--- config.mk ---
export PLATFORM = sky130hd
export DESIGN_NAME = pwm_core
export DESIGN_NICKNAME = d
export VERILOG_FILES = /design/src/rtl/pwm_core.sv
export SDC_FILE = /design/constraint.sdc
export NUM_CORES = 1
export LEC_CHECK = 0
export ABC_AREA = 1
export CAP_MARGIN = 20
export CORE_MARGIN = 3
export CORE_UTILIZATION = 26
export CTS_CLUSTER_DIAMETER = 200
export CTS_CLUSTER_SIZE = 40
export DETAILED_ROUTE_END_ITERATION = 12
export GPL_TIMING_DRIVEN = 0
export PLACE_DENSITY = 0.48
export SYNTH_ARGS = -nofsm -noshare
export SYNTH_HDL_FRONTEND = slang
export SYNTH_SLANG_ARGS = --single-unit
--- constraint.sdc ---
create_clock -name clk -period 3.45 [get_ports clk]
set_input_delay 0.5175 -clock clk [delete_from_list [all_inputs] [get_ports clk]]
set_output_delay 0.5175 -clock clk [all_outputs]
set_load 0.05 [all_outputs]
--- src/rtl/pwm_core.sv ---
// Two-channel PWM timer core.
// Counter runs edge-aligned (0..P, wrap) or center-aligned (0..P..1, wrap),
// advanced by a prescaler tick. Mode, period, duties and divider live in
// shadow registers that reload only on an update event, so a period in
// progress always finishes with the settings it started with.

// Per-channel compare: holds the channel's shadow duty and the registered
// PWM output (cnt < duty, one clock behind cnt).
module pwm_chan #(
    parameter int WIDTH = 16
) (
    input  logic             clk,
    input  logic             rst,
    input  logic             load,   // shadow reload strobe
    input  logic             clear,  // force output low (IDLE / stopping)
    input  logic [WIDTH-1:0] cnt,
    input  logic [WIDTH-1:0] duty,
    output logic             pwm
);

    logic [WIDTH-1:0] sh_duty;

    // Shadow duty reload and registered unsigned compare; the compare uses the
    // shadow value that was current for the cnt being compared.
    always_ff @(posedge clk) begin
        if (rst) begin
            sh_duty <= '0;
            pwm     <= 1'b0;
        end else begin
            if (load)
                sh_duty <= duty;
            if (clear)
                pwm <= 1'b0;
            else
                pwm <= (cnt < sh_duty);
        end
    end

endmodule

module pwm_core #(
    parameter int WIDTH = 16
) (
    input  logic             clk,
    input  logic             rst,
    input  logic             en,
    input  logic             mode,
    input  logic [WIDTH-1:0] period,
    input  logic [WIDTH-1:0] duty1,
    input  logic [WIDTH-1:0] duty2,
    input  logic [WIDTH-1:0] prescaler_div,
    output logic             pwm1,
    output logic             pwm2,
    output logic [WIDTH-1:0] cnt,
    output logic             dir,
    output logic             uev,
    output logic             running
);

    localparam int NUM_CH = 2;

    typedef enum logic {
        IDLE = 1'b0,
        RUN  = 1'b1
    } state_t;

    state_t           state;
    logic             sh_mode;
    logic [WIDTH-1:0] sh_period;
    logic [WIDTH-1:0] sh_div;
    logic [WIDTH-1:0] psc;

    logic             tick;
    logic             evt;
    logic             dir_nxt;
    logic [WIDTH-1:0] cnt_nxt;

    logic             ch_load;
    logic             ch_clear;

    logic [NUM_CH-1:0][WIDTH-1:0] duty_v;
    logic [NUM_CH-1:0]            pwm_v;

    assign duty_v = {duty2, duty1};
    assign pwm1   = pwm_v[0];
    assign pwm2   = pwm_v[1];

    // Prescaler tick: divider 0 means a tick on every clock.
    assign tick = (psc == sh_div);

    // Next counter value/direction and update-event detection for one tick.
    // The down-count test uses <= 1 so a cnt of 0 while counting down (not
    // reachable) can never underflow.
    always_comb begin
        cnt_nxt = cnt;
        dir_nxt = dir;
        evt     = 1'b0;
        if (tick) begin
            if (!sh_mode) begin
                dir_nxt = 1'b0;
                if (cnt == sh_period) begin
                    cnt_nxt = '0;
                    evt     = 1'b1;
                end else begin
                    cnt_nxt = cnt + 1'b1;
                end
            end else if (!dir) begin
                if (cnt == sh_period) begin
                    if (sh_period >= WIDTH'(2)) begin
                        dir_nxt = 1'b1;
                        cnt_nxt = sh_period - 1'b1;
                    end else begin
                        cnt_nxt = '0;
                        evt     = 1'b1;
                    end
                end else begin
                    cnt_nxt = cnt + 1'b1;
                end
            end else begin
                if (cnt <= WIDTH'(1)) begin
                    cnt_nxt = '0;
                    dir_nxt = 1'b0;
                    evt     = 1'b1;
                end else begin
                    cnt_nxt = cnt - 1'b1;
                end
            end
        end
    end

    // Channel shadows load on start-up and on every update event; outputs
    // are held low whenever the core is not actively running.
    assign ch_load  = en && ((state == IDLE) || evt);
    assign ch_clear = !((state == RUN) && en);

    generate
        for (genvar i = 0; i < NUM_CH; i++) begin : g_ch
            pwm_chan #(.WIDTH(WIDTH)) u_chan (
                .clk   (clk),
                .rst   (rst),
                .load  (ch_load),
                .clear (ch_clear),
                .cnt   (cnt),
                .duty  (duty_v[i]),
                .pwm   (pwm_v[i])
            );
        end
    endgenerate

    // IDLE/RUN controller: owns counter, prescaler, direction, uev and shadows.
    always_ff @(posedge clk) begin
        if (rst) begin
            state     <= IDLE;
            cnt       <= '0;
            dir       <= 1'b0;
            uev       <= 1'b0;
            running   <= 1'b0;
            psc       <= '0;
            sh_mode   <= 1'b0;
            sh_period <= '0;
            sh_div    <= '0;
        end else begin
            case (state)
                IDLE: begin
                    cnt <= '0;
                    dir <= 1'b0;
                    uev <= 1'b0;
                    psc <= '0;
                    if (en) begin
                        sh_mode   <= mode;
                        sh_period <= period;
                        sh_div    <= prescaler_div;
                        running   <= 1'b1;
                        state     <= RUN;
                    end
                end
                RUN: begin
                    if (!en) begin
                        cnt     <= '0;
                        dir     <= 1'b0;
                        uev     <= 1'b0;
                        psc     <= '0;
                        running <= 1'b0;
                        state   <= IDLE;
                    end else begin
                        psc <= tick ? '0 : psc + 1'b1;
                        cnt <= cnt_nxt;
                        dir <= dir_nxt;
                        uev <= evt;
                        if (evt) begin
                            sh_mode   <= mode;
                            sh_period <= period;
                            sh_div    <= prescaler_div;
                            // A switch to edge-aligned must never inherit a down count.
                            if (!mode)
                                dir <= 1'b0;
                        end
                    end
                end
                default: state <= IDLE;
            endcase
        end
    end

endmodule

==> results_dict.tcl <==
# collected from the flow reports
set metrics [dict create \
    r2r_end "sh_period[14]" \
    finalHoldViolations 0 \
    finalClockPeriodUsage_pct 90.5 \
    inverters 185 \
    clockNetworkAreaShare_pct 3.55 \
    core_um2 28100 \
    gp_congestion 0.861 \
    dieArea_um2 30800 \
    p_int_uw 2120 \
    cts_hold_buf 0 \
    finalWorstSetupSlack_ns 0.327 \
    p_clk_uw 1130 \
    htreeDepth 3 \
    tapCellCount 378 \
    p_sw_share_pct 31.8 \
    clkTransAtPathRegs_ns 0.08 \
    synth.ff_latch_count 103 \
    largest_cell_class "multi-input combinational cells" \
    finalNonFillerCells 1680 \
    vdd_drop_max_mv 0.197 \
    power.density_nw_per_um2 340 \
    top_area_cell "dfxtp_1" \
    reg2reg_slack_ns 0.85 \
    grt_pass1_wl_um 38100 \
    r2r_cells 16 \
    synthTopCellsByArea "dfxtp_1 (28%), nand2_1 (14%), inv_1 (8.5%), nand3_1 (8.2%), nor2_1 (7.7%)" \
    status "finished, final reports clean" \
    hp-start "psc[0]" \
    logic_area_um2 4370 \
    die_h_um 176 \
    p_switching_uw 990 \
    power_frac_seq_pct 42.4 \
    seq_share_pct 22.5 \
    synthArstFlopShare_pct 0 \
    hold_class "reg -> reg" \
    grt_overflow 0 \
    layout_min_cycle_time_ns 3.12 \
    seq_area_um2 2060 \
    path_cells "clkdlybuf4s50_1, clkbuf_2, buf_2, inv_1, ha_1, nor2_1, clkbuf_1, clkbuf_2, nand3_1, nand2_1, nor2_1" \
    grt_max_degree 21 \
    synth_top_area_share_pct 27.6 \
    pwr-share-comb_pct 21.3 \
    setup.worst_path.start_class "input pin" \
    viasPerCell 4.46 \
    postSynthAreaPerCell_um2 6.24 \
    crit_path_max_fanout 10 \
    edf_count 0 \
    hpwlAfterDp_um 19500 \
    rsz0062_at_grt "no" \
    lay_top_count "nand2_1" \
    ant_nets 0 \
    nFillCells 3255 \
    mostFrequentLayoutCells "nand2_1 (279), inv_1 (169), nor2_1 (154), nand3_1 (122), a21oi_1 (105)" \
    place_ws_ns -0.823 \
    yosysChipArea_um2 7480 \
    floorplanUtilization_pct 26.6 \
    antenna_found_initial 0 \
    portBuffers 87 \
    startpoint "en" \
    crit_end "sh_period[14]" \
    power_combinational_uw 663 \
    cts_made_buffers 9 \
    clockRootBuffer "clkbuf_16" \
    crit_arrival_ns 3.38 \
    cts_tree "done" \
    max_freq_mhz 320 \
    crit_slowest_cell "clkdlybuf4s50_1" \
    layout.nets 1404 \
    drive_gt1_share_pct 8.14 \
    first_global_vias 7180 \
    clk_latency_ns 0.36 \
    syn-cell-area_um2 7480 \
    relSlewSlack_pct 58.4 \
    worstReg2RegStart "cnt[0]" \
    pin_count 89 \
    worst_pin_slew_ns 0.624 \
    buf_share_pct 13.5 \
    area_growth_pct 22.4 \
    yosys_cells 1199 \
    yosys_warnings 0 \
    clock-sinks 103 \
    synthFlopType "dfxtp_1" \
    clockBufferDepth 2 \
    drt_iter0_markers 394 \
    comb_area_share_pct 47.7 \
    dpl.cell_count 1664 \
    criticalPathCategory "in -> reg" \
    critPathBufInv 6 \
    place_area_um2 8820 \
    buffers_excl_clock 146 \
    p_clk_share_pct 36.2 \
    logic_gate_count 852 \
    hold_end "psc[0]" \
    die_w_um 176 \
    cts_setup_buffers 0 \
    cpPeakStageDelay_ns 0.56 \
    skew_ns 0.00865 \
    finalMaxSlewViolations 0 \
    p_leak_uw 0.00442 \
    drc 0 \
    power_uw 3110 \
    yosysSeqAreaShare_pct 27.6 \
    required_ns 3.70 \
    antenna_cells 0 \
    nClkBuffers 9 \
    cts_resized 3 \
    fin_tns_setup_ns 0 \
    setup_viol 0 \
    worstSetupPathDepth 11 \
    top_power_group "registers" \
    tool_warnings 31 \
    floorplan.nets 1306 \
    stdcell_area_um2 9160 \
    critPathCaptureType "flop" \
    drtPass1Iterations 5 \
    syn_inst 1199 \
    worstHoldPathCells 1 \
    cpLargestDelayFamily "buffers and inverters" \
    rows 61 \
    drv_cap 0 \
    ff_count 103 \
    seq_power_uw 1320 \
]
## worst register-to-register path: stages (launching register included)
cell,delay [ns]
dfxtp_1,0.45
buf_2,0.28
inv_2,0.12
ha_1,0.28
o21ai_1,0.24
nor2_4,0.06
nand3_4,0.11
nand2_2,0.07
inv_2,0.10
nor2_2,0.05
nand2_2,0.11
nand2_4,0.08
buf_12,0.17
buf_6,0.16
nand3_1,0.08
nand2_1,0.08
nor2_1,0.11
## per-layer routing
layer  up-vias  track usage, %  part of all wire [%]
li1       3968               -                     -
met1      3391            21.5                    49
met2       119            25.7                    46
met3        21            2.14                   3.3
met4         0            4.22                   1.7
met5         -               0                     0
## cell families (layout without fill, tap and decap cells)
family,Yosys count,in the layout,share of synthesized area [%]
AOI/OAI and AO/OA,146,146,10.5
xor gates and xnor gates,46,46,5.39
DFF,103,103,27.6
and+or+nand+nor,621,621,35.9
adders and majority gates,39,39,6.52
buffers and inverters,244,347,14.1
## state kept, by name, summed over array words and instances (netlist names)
| register | cells |
|---|---|
| state | 1 |
| g_ch.u_chan.sh_duty | 32 |
| cnt | 16 |
| running | 1 |
| uev | 1 |
| dir | 1 |
| sh_div | 16 |
| sh_mode | 1 |
| psc | 16 |
| g_ch.u_chan.pwm | 2 |
| sh_period | 16 |
## cells in the mapped netlist (15+ instances only)
| master | number |
|---|---|
| inv_2 | 15 |
| nand2_1 | 279 |
| nor3_1 | 16 |
| nand4_1 | 16 |
| ha_1 | 39 |
| buf_2 | 18 |
| a21oi_1 | 105 |
| xor2_1 | 39 |
| dfxtp_1 | 103 |
| clkbuf_1 | 17 |
| nand3_1 | 122 |
| nor2_1 | 154 |
| o21ai_0 | 23 |
| inv_1 | 169 |
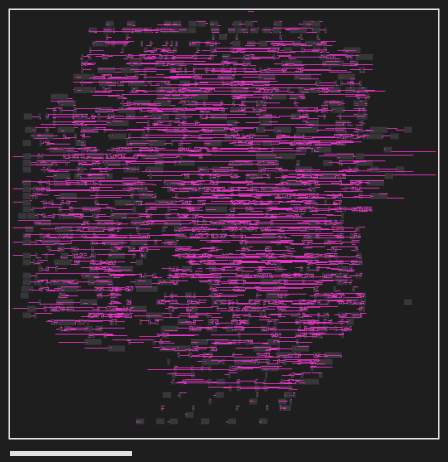
**Above:** metal 1.
The bar under the picture is 50 um long. Cells faint in the background.
1308 nets have wire on it. The layer carries 11800 um of wire. The wires run mostly horizontal.
via count: 7499
M1 GR Usage: 21.5%
Routed WL: 23900 um

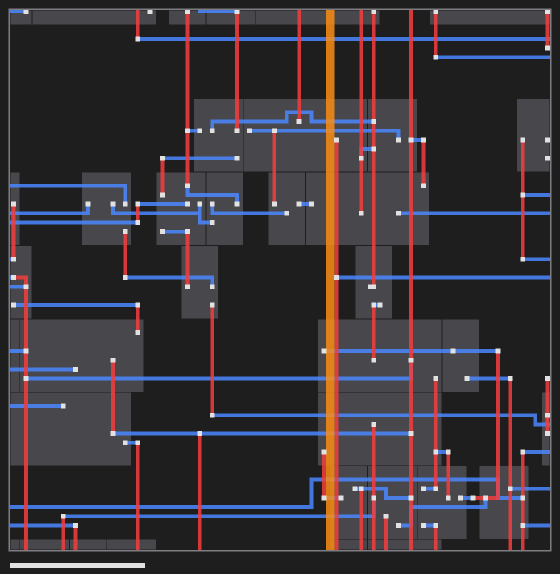
**Above:** a small window of the routed layout.
The bar under the picture is 5 um long. Window x 122 to 142, y 122 to 142 um. Cells in gray, sequential cells in the stronger gray; small squares are vias.
met1: in blue. met4: in orange. met2: in red.
Sequential cells in the window: 0. 19 logic cells have their middle in the window. Most frequent: ha_1 (5).

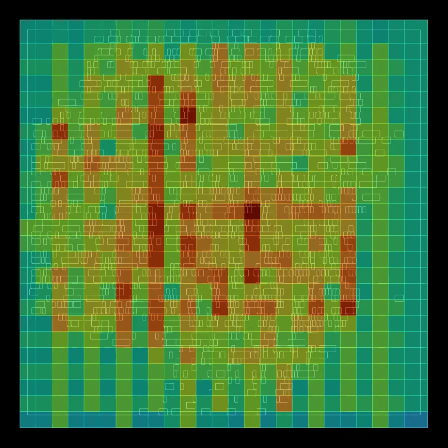
**Above:** congestion heat map.
final core occ: 32.6%
total track usage: 15.6%

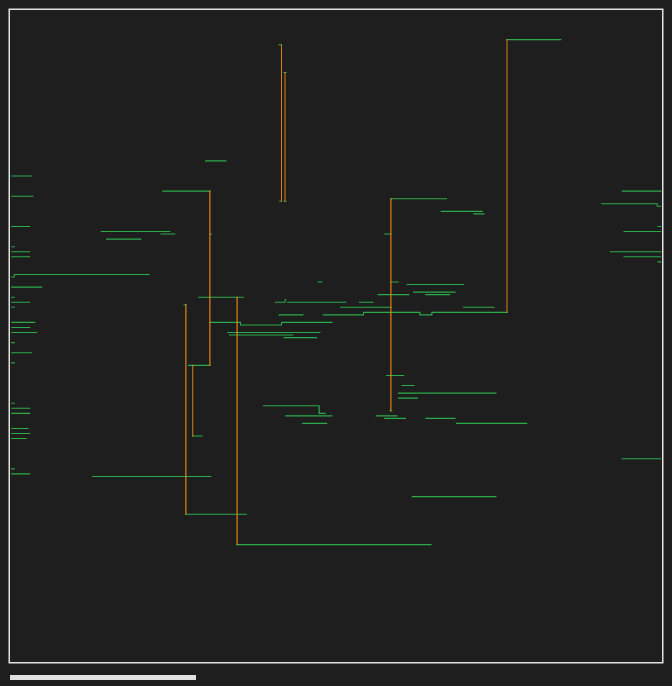
**Above:** signal wires by layer.
The bar under the picture is 50 um long. Only two layers are drawn.
met3: in green, wire length 789 um. met4: in orange, wire length 396 um.
wire per inst: 14.2 um

Power and IR drop assume default switching activity.
